File: src/rtl/initmem_pkg.sv
// Shared encodings for the SD boot loader's memory-init write stage:
// loader handshake states, write FSM states and word size.
package initmem_pkg;

    typedef enum logic [7:0] {
        CS_READY  = 8'd0,
        CS_ACCEPT = 8'd1,
        CS_FULL   = 8'd2,
        CS_DONE   = 8'd3
    } cs_t;

    typedef enum logic {
        M_IDLE = 1'b0,
        M_REQ  = 1'b1
    } ws_t;

    localparam int WORD_BYTES = 4;

endpackage

File: src/rtl/initmem_wfifo.sv
// Synchronous 32-bit word FIFO with show-ahead read data.
// Pointers carry an extra MSB so full and empty are distinguishable.
module initmem_wfifo #(
    parameter int DEPTH = 4
) (
    input  logic        clk,
    input  logic        rst_n,
    input  logic        push,
    input  logic        pop,
    input  logic [31:0] wdata,
    output logic [31:0] rdata,
    output logic        full,
    output logic        empty
);
    localparam int AW = $clog2(DEPTH);

    logic [31:0] mem [DEPTH];
    logic [AW:0] wr_ptr;
    logic [AW:0] rd_ptr;

    assign empty = (wr_ptr == rd_ptr);
    assign full  = (wr_ptr[AW] != rd_ptr[AW]) &&
                   (wr_ptr[AW-1:0] == rd_ptr[AW-1:0]);
    assign rdata = mem[rd_ptr[AW-1:0]];

    always_ff @(posedge clk or negedge rst_n) begin
        if (!rst_n) begin
            wr_ptr <= '0;
            rd_ptr <= '0;
        end else begin
            if (push && !full)
                wr_ptr <= wr_ptr + 1'b1;
            if (pop && !empty)
                rd_ptr <= rd_ptr + 1'b1;
        end
    end

    always_ff @(posedge clk) begin
        if (push && !full)
            mem[wr_ptr[AW-1:0]] <= wdata;
    end

endmodule

File: src/rtl/initmem_word_writer.sv
// Boot loader word sink: buffers words and commits them to memory.
// Build option INITMEM_CHECKSUM_EN enables the running write checksum.
module initmem_word_writer
    import initmem_pkg::*;
#(
    parameter int                ADDR_W     = 32,
    parameter logic [ADDR_W-1:0] BASE_ADDR  = '0,
    parameter int                FIFO_DEPTH = 4,
    parameter logic [31:0]       MAX_WORDS  = 32'h0004_0000
) (
    input  logic              clk27mhz,
    input  logic              resetn,
    input  logic [31:0]       word_data,
    input  logic              word_we,
    input  logic              loader_done,
    output logic [7:0]        ctrl_state,
    output logic [ADDR_W-1:0] mem_addr,
    output logic [31:0]       mem_wdata,
    output logic              mem_req,
    input  logic              mem_ack,
    output logic              init_done,
    output logic [31:0]       word_count,
    output logic [31:0]       checksum
);
    cs_t         cs;
    ws_t         ws;
    logic [31:0] accepted;
    logic [31:0] fifo_rdata;
    logic        fifo_full;
    logic        fifo_empty;
    logic        push;
    logic        pop;
    logic        commit;

    // Words beyond MAX_WORDS still complete the handshake but never enter the FIFO
    assign push = (cs == CS_READY) && word_we && !fifo_full &&
                  (accepted < MAX_WORDS);
    assign pop    = (ws == M_IDLE) && !fifo_empty;
    assign commit = (ws == M_REQ) && mem_ack;
    assign ctrl_state = cs;

    initmem_wfifo #(
        .DEPTH (FIFO_DEPTH)
    ) u_fifo (
        .clk   (clk27mhz),
        .rst_n (resetn),
        .push  (push),
        .pop   (pop),
        .wdata (word_data),
        .rdata (fifo_rdata),
        .full  (fifo_full),
        .empty (fifo_empty)
    );

    always_ff @(posedge clk27mhz or negedge resetn) begin
        if (!resetn) begin
            cs        <= CS_READY;
            accepted  <= '0;
            init_done <= 1'b0;
        end else begin
            unique case (cs)
                CS_READY: begin
                    if (word_we) begin
                        if (!fifo_full) begin
                            cs <= CS_ACCEPT;
                            if (accepted < MAX_WORDS)
                                accepted <= accepted + 32'd1;
                        end else begin
                            cs <= CS_FULL;
                        end
                    end else if (loader_done && fifo_empty && !mem_req) begin
                        cs        <= CS_DONE;
                        init_done <= 1'b1;
                    end
                end
                CS_ACCEPT: begin
                    if (!word_we)
                        cs <= (fifo_full && !pop) ? CS_FULL : CS_READY;
                end
                CS_FULL: begin
                    if (!fifo_full || pop)
                        cs <= CS_READY;
                end
                CS_DONE: cs <= CS_DONE;
                default: cs <= CS_READY;
            endcase
        end
    end

    always_ff @(posedge clk27mhz or negedge resetn) begin
        if (!resetn) begin
            ws         <= M_IDLE;
            mem_req    <= 1'b0;
            mem_addr   <= BASE_ADDR;
            mem_wdata  <= '0;
            word_count <= '0;
        end else begin
            unique case (ws)
                M_IDLE: begin
                    if (!fifo_empty) begin
                        mem_wdata <= fifo_rdata;
                        mem_req   <= 1'b1;
                        ws        <= M_REQ;
                    end
                end
                M_REQ: begin
                    if (mem_ack) begin
                        mem_req    <= 1'b0;
                        mem_addr   <= mem_addr + ADDR_W'(WORD_BYTES);
                        word_count <= word_count + 32'd1;
                        ws         <= M_IDLE;
                    end
                end
            endcase
        end
    end

`ifdef INITMEM_CHECKSUM_EN
    logic [31:0] sum_q;

    always_ff @(posedge clk27mhz or negedge resetn) begin
        if (!resetn)
            sum_q <= '0;
        else if (commit)
            sum_q <= sum_q + mem_wdata;
    end

    assign checksum = sum_q;
`else
    logic unused_commit;
    assign unused_commit = commit;
    assign checksum = 32'h0;
`endif

endmodule

File: config.mk
export PLATFORM = sky130hd
export DESIGN_NAME = initmem_word_writer
export DESIGN_NICKNAME = d
export VERILOG_FILES = /design/src/rtl/initmem_pkg.sv /design/src/rtl/initmem_wfifo.sv /design/src/rtl/initmem_word_writer.sv
export SDC_FILE = /design/constraint.sdc
export NUM_CORES = 1
export LEC_CHECK = 0
export CAP_MARGIN = 20
export CORE_UTILIZATION = 50
export CTS_BUF_LIST = sky130_fd_sc_hd__clkbuf_4
export DETAILED_ROUTE_END_ITERATION = 16
export PLACE_DENSITY = 0.82
export SYNTH_ARGS = -nofsm -noshare
export SYNTH_HDL_FRONTEND = slang
export SYNTH_SLANG_ARGS = --single-unit
File: constraint.sdc
create_clock -name clk27mhz -period 2.85 [get_ports clk27mhz]
set_input_delay 0.57 -clock clk27mhz [delete_from_list [all_inputs] [get_ports clk27mhz]]
set_output_delay 0.57 -clock clk27mhz [all_outputs]
set_load 0.01 [all_outputs]
### Track usage over the die, run 1

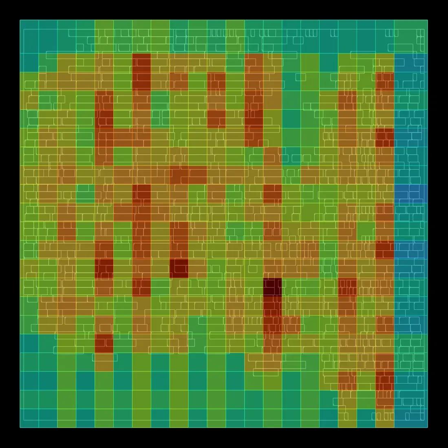
Total GRT Usage: 0.1932
met1 Use GR: 0.2547
routed len/inst: 17.23 µm
met3 usage: 0.04970

### Gate-type map, run 1

(3 px per µm)
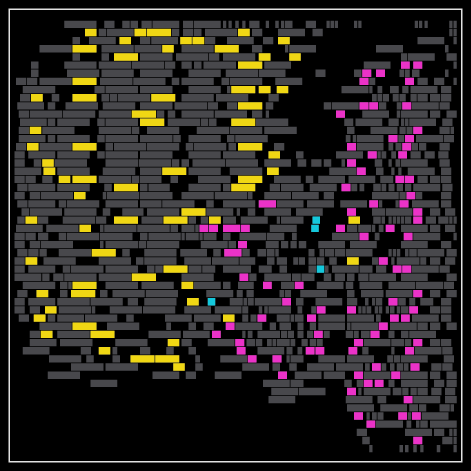
mux cells -> yellow  # cells 69
xor and xnor cells -> magenta  # cells 84
non-inverting ao/oa cells -> cyan  # cells 4

### Metal 1, run 1

(2 px per µm) Supply wires on this layer in gray.
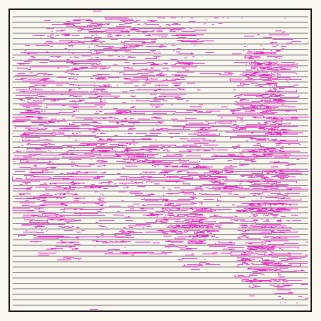
nets with wire on the layer = 776
longest straight run = 36.6 µm
wire length on this layer = 8,730 µm
final wirelength: 20,600 µm
via count: 6,294

==> Slide: Implementation Results, run 1 <==
Key Metrics from the Run

Run status
  • Status: finished, final reports clean

Cells and area
  • Core Util, Final: 0.6319
  • Non-clk invs: 7
  • Synthesis-to-finish area growth: 22.34%

Yosys
  • Main area contributors: edfxtp_1, dfrtp_1, mux4_2
  • Ys flop type: dfrtp_1
  • Number of enable flip-flop cells: roughly 130

Power and ir drop
  • Clock network power share: 0.406
  • Sequential power share: 0.547
  • Power Total: 7.595 mW
  • Clock network power: 3.08 mW
  • Power Internal: approximately 5.9 mW

Global route
  • Grt ovf: 0

Critical path
  • CP cell instances: nor4_4, nand2_4, nor4b_1, buf_4, and2_2, buf_12
  • CP Class: reg2reg
  • Worst path bufs/invs: 2
  • Slowest stage delay, CP: 0.54 ns
  • R2r setup slk: 0.41 ns

Min path
  • Hold crit path type: reg2reg

Floorplanning
  • Fp util: 0.5165
  • Die Area: 22,590 µm²

Place
  • DP Wirelength: 13,770 µm

Final timing
  • Final setup TNS: 0 ns

Clocking
  • CTS H-tree depth: 3
## Run 2: what changed since run 1
TNS_END_PERCENT = 10   (was unset)
### Metal layers overlaid, run 2

(2 px per µm) Only two layers are drawn.
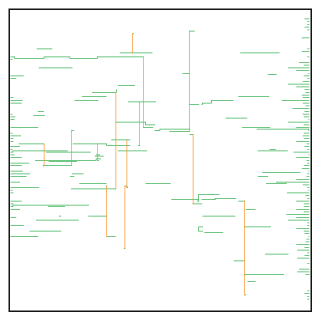
metal 4 -> orange  # wire length 364 µm
metal 3 -> green  # wire length 1,350 µm

### Layout detail, run 2

Region (60, 90) to (90, 120) µm. Cells in gray, sequential cells in the stronger gray; small squares are vias.
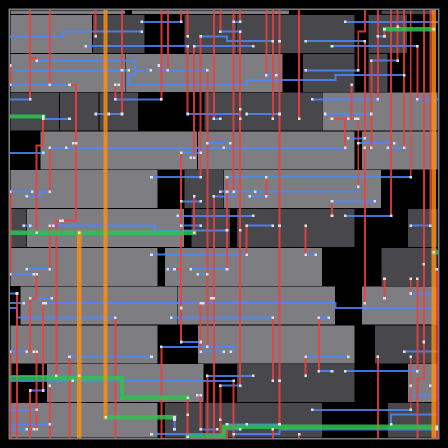
metal 4 -> orange
metal 3 -> green
metal 1 -> blue
metal 2 -> red
sequential cells in the window = 18
netlist names of flops here include = `u_fifo.mem` (17), `mem_wdata` (1)
most frequent = edfxtp_1 (17), clkbuf_4 (6)
cells with their middle in the window = 37

### Metal 1, run 2

(2 px per µm) Supply wires on this layer in gray.
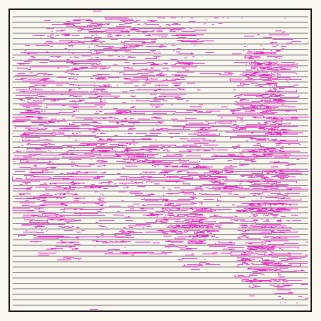
main direction = horizontal
share of all routed wire = 42%

==> run 2 against run 1 <==
Effect of this change:
- design area unchanged
- die size unchanged
- utilization unchanged
- global-route usage unchanged
- critical path depth unchanged
- flip-flop count unchanged
==> Slide: Implementation Results, run 2 <==
Key Metrics from the Run

Critical path
  • CP Class: reg2reg
  • R2r setup slk: 0.41 ns
  • Slowest stage delay, CP: 0.54 ns
  • CP cell instances: nor4_4, nand2_4, nor4b_1, buf_4, and2_2, buf_12

Power and ir drop
  • Clock network power share: 0.406
  • Sequential power share: 0.547
  • Power Total: 7.595 mW

Global route
  • Grt ovf: 0
  • Met1 Use GR: 0.2547
  • Met3 usage: 0.04970
  • Total GRT Usage: 0.1932

Final timing
  • Final setup TNS: 0 ns

Cells and area
  • Synthesis-to-finish area growth: 22.34%
  • Core Util, Final: 0.6319
  • Seq area share: 0.5407
  • Fraction of layout cells with a size suffix above 1: 0.2421

Routing
  • Final wirelength: 20,600 µm
  • Routed len/inst: 17.23 µm
  • Via count: 6,294

Min path
  • Hold crit path type: reg2reg

Place
  • DP Wirelength: 13,770 µm

Yosys
  • Yosys cell types: around 47
  • Ys flop type: dfrtp_1
  • Number of enable flip-flop cells: 128
  • Main area contributors: edfxtp_1, dfrtp_1, mux4_2
  • Yosys reg bits: 265

Run status
  • Status: finished, final reports clean

Floorplanning
  • Fp util: 0.5165
No activity file was given, so power comes from the tool's default toggle rates.
